==> config.mk <==
export PLATFORM = sky130hd
export DESIGN_NAME = joystick_responder_flat
export DESIGN_NICKNAME = d
export VERILOG_FILES = /design/src/rtl/joystick_responder_pkg.sv /design/src/rtl/joystick_responder_if.sv /design/src/rtl/joystick_responder_edge_sync.sv /design/src/rtl/joystick_responder.sv /design/src/flat_wrapper.sv
export SDC_FILE = /design/constraint.sdc
export NUM_CORES = 1
export LEC_CHECK = 0
export CORE_MARGIN = 2
export CORE_UTILIZATION = 25
export DETAILED_ROUTE_END_ITERATION = 10
export HOLD_SLACK_MARGIN = 0.03
export SETUP_SLACK_MARGIN = 0.15
export SYNTH_ARGS = -nofsm -noshare
export SYNTH_HDL_FRONTEND = slang
export SYNTH_HIERARCHICAL = 1
export SYNTH_SLANG_ARGS = --single-unit
==> constraint.sdc <==
create_clock -name clk -period 2.4 [get_ports clk]
set_input_delay 0.6 -clock clk [delete_from_list [all_inputs] [get_ports clk]]
set_output_delay 0.6 -clock clk [all_outputs]
set_load 0.005 [all_outputs]
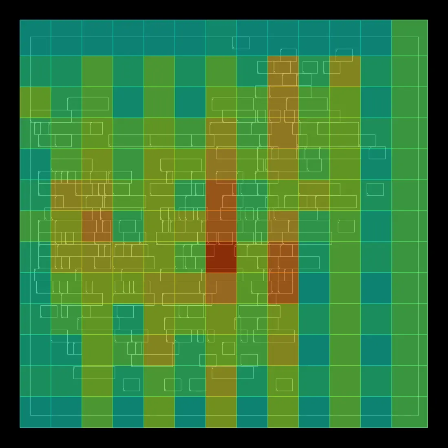
*Congestion heat map, run 1*
GRT Util Overall: 8.86%
routing layer with the top usage in global route: met2
met3 GRT Util: 4.09%
Post-Route Utilization: 32.4%

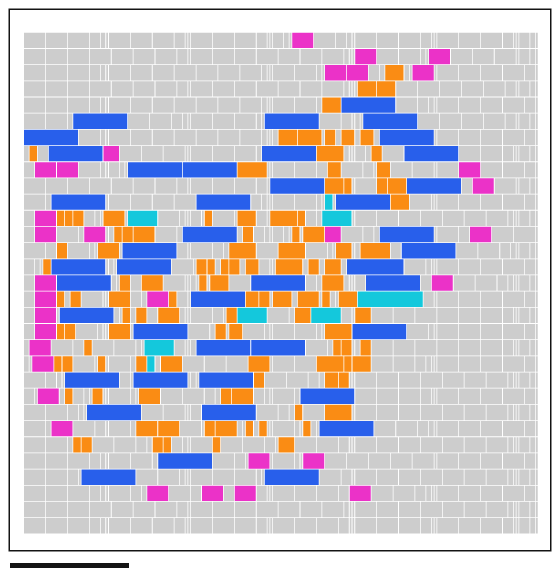
*Cell classes on the final placement, run 1*
The bar under the picture is 20 um long. Fill, decap, tap and diode cells in gray.
Orange stands for combinational and other logic, cells 112, share of their area 34%. Cyan stands for clock drivers and dummy loads, cells 8, share of their area 4.8%. Magenta stands for remaining buffers and delay cells, cells 32, share of their area 14%. Blue stands for sequential cells, cells 42, share of their area 47%.
area of all placed cells without fillers: 2360 um^2
core area: 7290 um^2
register share of the cell area: 44.6%
total number of placement rows: 31

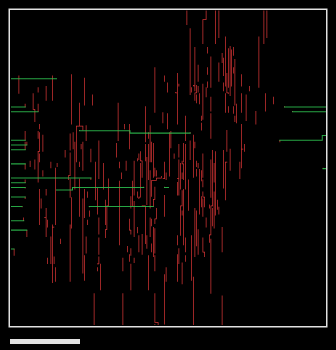
*Metal layers overlaid, run 1*
The bar under the picture is 20 um long. Only two layers are drawn.
Green stands for metal 3, wire length 201 um. Red stands for metal 2, wire length 1550 um.
via total after detailed routing: 1231
post-DR wirelength/cell: 11.2 um
sum of routed wire length over all layers: 3280 um

==> git commit body, run 1 <==
Refresh implementation metrics

* Length in cells of the worst reg-to-reg path: 5
* Worst clock skew: 2.07 ps
* Count of maximum capacitance violations: 0
- Once the clock tree was built, the resizer swapped 0 gates to a different size.
- Per the timing report, the biggest fanout along the worst path comes to 2.
* CP Class: flip-flop to primary output
- Among all stages on the critical path, the maximum delay recorded is 540 ps.
- For this block, the initial DRC count from the detailed router was 25.
- Antenna diode instance count: 0
- Horizontal die dimension: 90.8 um
- The run finished with clean final reports.
* Clock-pin transition on the worst setup and hold timing paths: 70 ps
- The final layout reports a setup TNS of 0 ps.
- Looking at the max-slew report, the worst-margin pin has a slew of 504 ps.
- Setup slack of the most critical reg-to-reg path: 630 ps
* Worst-case headroom to the max-slew limit: 66.4%
* Routability cong.: 0.713
* Sort of element at the end of the critical path: primary output
- Largest voltage drop on the vdd net: 0.240 mV
- The tree built by TritonCTS fans out to 42 sinks.
- Count of distinct cell types in the synthesized netlist: 37
* Clock tree buffer depth: 2
- The pre-CTS setup check shows a worst slack of 634 ps.
- RSZ-0062 raised after global routing: false
- The post-CTS hold buffer count recorded in the log is 0.
* Vias in the first global route: 1305
- The global route stage reports its total congestion overflow as 0.
- By area the synthesized netlist is led by sky130_fd_sc_hd__dfrtp_1 54%, sky130_fd_sc_hd__mux2i_1 8.0%, sky130_fd_sc_hd__ha_1 4.7%, sky130_fd_sc_hd__o21ai_0 4.3%, sky130_fd_sc_hd__nand2_1 4.2%.
* Slowest cell on the critical path: sky130_fd_sc_hd__dfstp_2
- The H-tree generated during clock tree synthesis spans 2 levels.
- Per the timing report, the achievable frequency comes out to 0.521 GHz.
- Critical path data required time: 1800 ps
- In the floorplan report the effective utilization is 25.8%.
-- run 1: power by group --
part / leakage, nW / switching (W) / internal [W]
logic: 0.405 / 0.000155 / 0.000167
clock network: 0.0524 / 0.000226 / 0.000311
registers: 0.530 / 0.0000517 / 0.000803
total: 0.987 / 0.000433 / 0.00128
-- run 1: layout make-up --
class                      count  area (um^2)
clock buffer                   7         76.3
clock inverter                 1         30.0
inverter                       3         11.3
sequential                    42         1050
fill                         781         4930
multi-input combinational    109          752
tap                           99          124
timing repair buffer          32          315
-- run 1: cells in the mapped netlist (all sizes together) --
| library cell | number |
|---|---|
| dfrtp | 41 |
| nand2 | 22 |
| o21ai | 20 |
| mux2i | 15 |
| ha | 7 |
| xnor2 | 7 |
| nand3 | 5 |
| nor2 | 5 |
| buf | 4 |
| clkbuf | 4 |
| a21oi | 3 |
| inv | 3 |
| a21o | 2 |
| and2 | 2 |
| and3 | 2 |
| nand4 | 2 |
| nor2b | 2 |
| xor2 | 2 |
| a211oi | 1 |
| a21boi | 1 |
| a32o | 1 |
| and4 | 1 |
| and4b | 1 |
| conb | 1 |
| dfstp | 1 |
| mux2 | 1 |
| nand2b | 1 |
| nand4b | 1 |
| o211ai | 1 |
| o21bai | 1 |
| or3 | 1 |
| or3b | 1 |
-- run 1: routing by layer --
layer	part of all wire, %	GRT usage, %	vias up
met5	0	0	-
met4	1.4	3.41	0
met3	6.1	4.09	4
met2	47	15.3	24
met1	45	9.41	595
li1	-	-	608
-- run 1: logic make-up (layout without fill, tap and decap cells) --
| family | Yosys count | in the layout | share of synthesized area [%] |
|---|---|---|---|
| buf+inv | 11 | 43 | 4.19 |
| fa+ha+maj | 7 | 7 | 4.65 |
| compound gates | 30 | 30 | 9.30 |
| simple gates | 46 | 46 | 13.0 |
| flops | 42 | 42 | 55.9 |
| other cells | 1 | 1 | 0.199 |
| mux | 16 | 16 | 8.57 |
| xor+xnor | 9 | 9 | 4.19 |
-- run 1: per-stage QoR --
| step | total power (W) | cells | util [%] | cell area, um^2 |
|---|---|---|---|---|
| after floorplan | 0.00109 | 162 | - | 1880 |
| after global placement | 0.00118 | 285 | 30.9 | 2250 |
| after detailed placement | 0.00119 | 285 | 30.9 | 2250 |
| after CTS | 0.00175 | 293 | 32.4 | 2360 |
| after global routing | 0.00182 | 293 | 32.4 | 2360 |
| final | 0.00171 | 293 | 32.4 | 2360 |
==> run 1 -> run 2 <==
Clock period 2.4 ns to 1.88 ns, I/O delays scaled along.
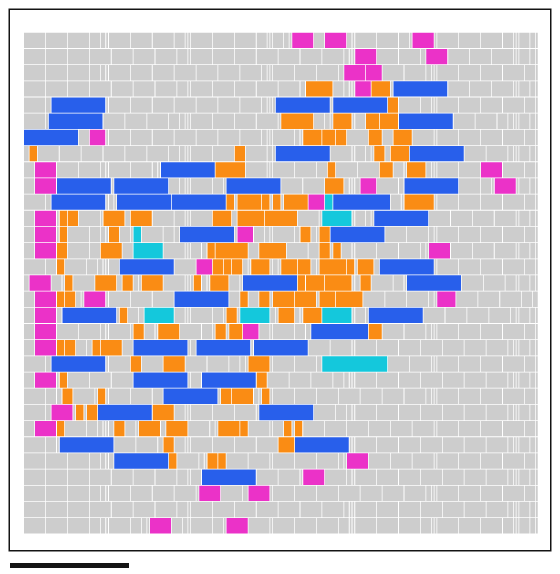
*Cell classes on the final placement, run 2*
The bar under the picture is 20 um long. Fill, decap, tap and diode cells in gray.
Cyan stands for clock drivers and dummy loads, cells 8, share of their area 4.6%. Orange stands for combinational and other logic, cells 112, share of their area 34%. Blue stands for sequential cells, cells 42, share of their area 46%. Magenta stands for remaining buffers and delay cells, cells 38, share of their area 16%.
register share of the cell area: 43.5%
area of all placed cells without fillers: 2420 um^2
Post-Route Utilization: 33.2%

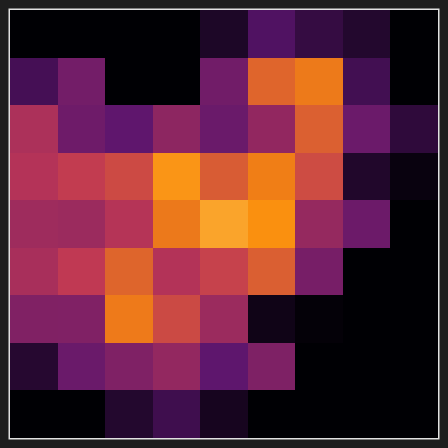
*Cell area per tile, run 2*
The die is cut into 9 by 9 equal tiles; black is low, pale yellow is high, 0 to 100% covered.
3.7% of the tiles are over 75% full. The mean over all tiles is 28%. 28% of the tiles are nearly empty. The densest ninth of the die: middle. The fullest tile reaches 80%. The emptiest ninth of the die: bottom right.
starting density of the core: 25.8%

==> git commit body, run 2 <==
Refresh implementation metrics

- Result of the run: finished clean
- Per the power-grid run, VDD falls by no more than 0.415 mV.
- Fraction of registers with async set or reset after synthesis: 100%
- Met3 GRT Util: 2.34%
- Summed over all layers, the global routing overflow is 0.
- Vias in the first global route: 1270
- The repair_antennas step left the layout with diodes totalling 0.
- Global Route met1 Usage: 10.6%
- Total number of placement rows: 31
* Number of DRC markers after the initial detailed-route iteration: 43
* RSZ-0062 raised after global routing: true
- Biggest fanout along the worst timing path: 8
* # H-tree levels: 2
* Cell area leaders: sky130_fd_sc_hd__dfrtp_1 54%, sky130_fd_sc_hd__mux2i_1 8.0%, sky130_fd_sc_hd__ha_1 4.7%, sky130_fd_sc_hd__o21ai_0 4.3%, sky130_fd_sc_hd__nand2_1 4.2%
- Top cell types by occurrence after synthesis: 41 x sky130_fd_sc_hd__dfrtp_1, 21 x sky130_fd_sc_hd__nand2_1, 16 x sky130_fd_sc_hd__o21ai_0
* Via total after detailed routing: 1235
- The max-slew check reports its worst relative slack as 66.1%.
- Sort of element at the end of the critical path: flip-flop
* Count of distinct cell types in the synthesized netlist: 37
- Routing layer with the top usage in global route: met2
[run 2: cell counts after synthesis]
No cell type changed its count.
[run 2: cells by family after synthesis]
logic type | Yosys count | synth area share (%)
AND-OR/OR-AND | 30 | 9.30
XOR/XNOR | 9 | 4.19
adder cells (fa/ha/maj) | 7 | 4.65
buffers and inverters | 11 | 4.19
flip-flops | 42 | 55.9
multiplexers | 16 | 8.57
other | 1 | 0.199
AND/OR/NAND/NOR | 46 | 13.0
[run 2: power by group]
group | switching [W] | internal [W]
logic | 0.000198 | 0.000211
registers | 0.0000669 | 0.00103
clock network | 0.000283 | 0.000397
[run 2: what timing repair did]
item,in CTS,in global routing
pin swaps,0,2
buffers inserted,0,6
gates resized,3,4
endpoints found under the setup margin,3,12
[run 2: routing by layer]
layer,share of wire (%),routed length (um),vias to the layer above
met5,0,0,-
met4,0.95,31,0
met3,4.0,130,2
met1,47,1530,582
met2,48,1590,23
li1,-,-,628
[run 2: worst max-delay path, cell delays in order (launching register included)]
cell	delay, ps
sky130_fd_sc_hd__dfrtp_1	370
sky130_fd_sc_hd__ha_2	190
sky130_fd_sc_hd__and3_4	190
sky130_fd_sc_hd__ha_2	160
sky130_fd_sc_hd__and4b_2	350
sky130_fd_sc_hd__mux2_4	320
[run 2: area by class of cell]
| class | count | area [um^2] |
|---|---|---|
| Fill cell | 762 | 4870 |
| Sequential cell | 42 | 1050 |
| Clock buffer | 7 | 76.3 |
| Clock inverter | 1 | 30.0 |
| Timing Repair Buffer | 38 | 359 |
| Inverter | 3 | 11.3 |
| Multi-Input combinational cell | 109 | 767 |
| Tap cell | 99 | 124 |
[run 2: through the flow]
step | worst slack (ps) | total power [W] | utilization [%] | area, um^2 | hold WS [ps]
detailed placement | 117 | 0.00152 | 30.9 | 2250 | 331
finish | 200 | 0.00218 | 33.2 | 2420 | 306
global placement | 157 | 0.00151 | 30.9 | 2250 | 315
CTS | 166 | 0.00221 | 32.4 | 2360 | 333
floorplan | 210 | 0.00140 | - | 1880 | 174
global route | 121 | 0.00232 | 33.2 | 2420 | 338
Power figures rest on the tool's default switching activity, not on a simulated workload.
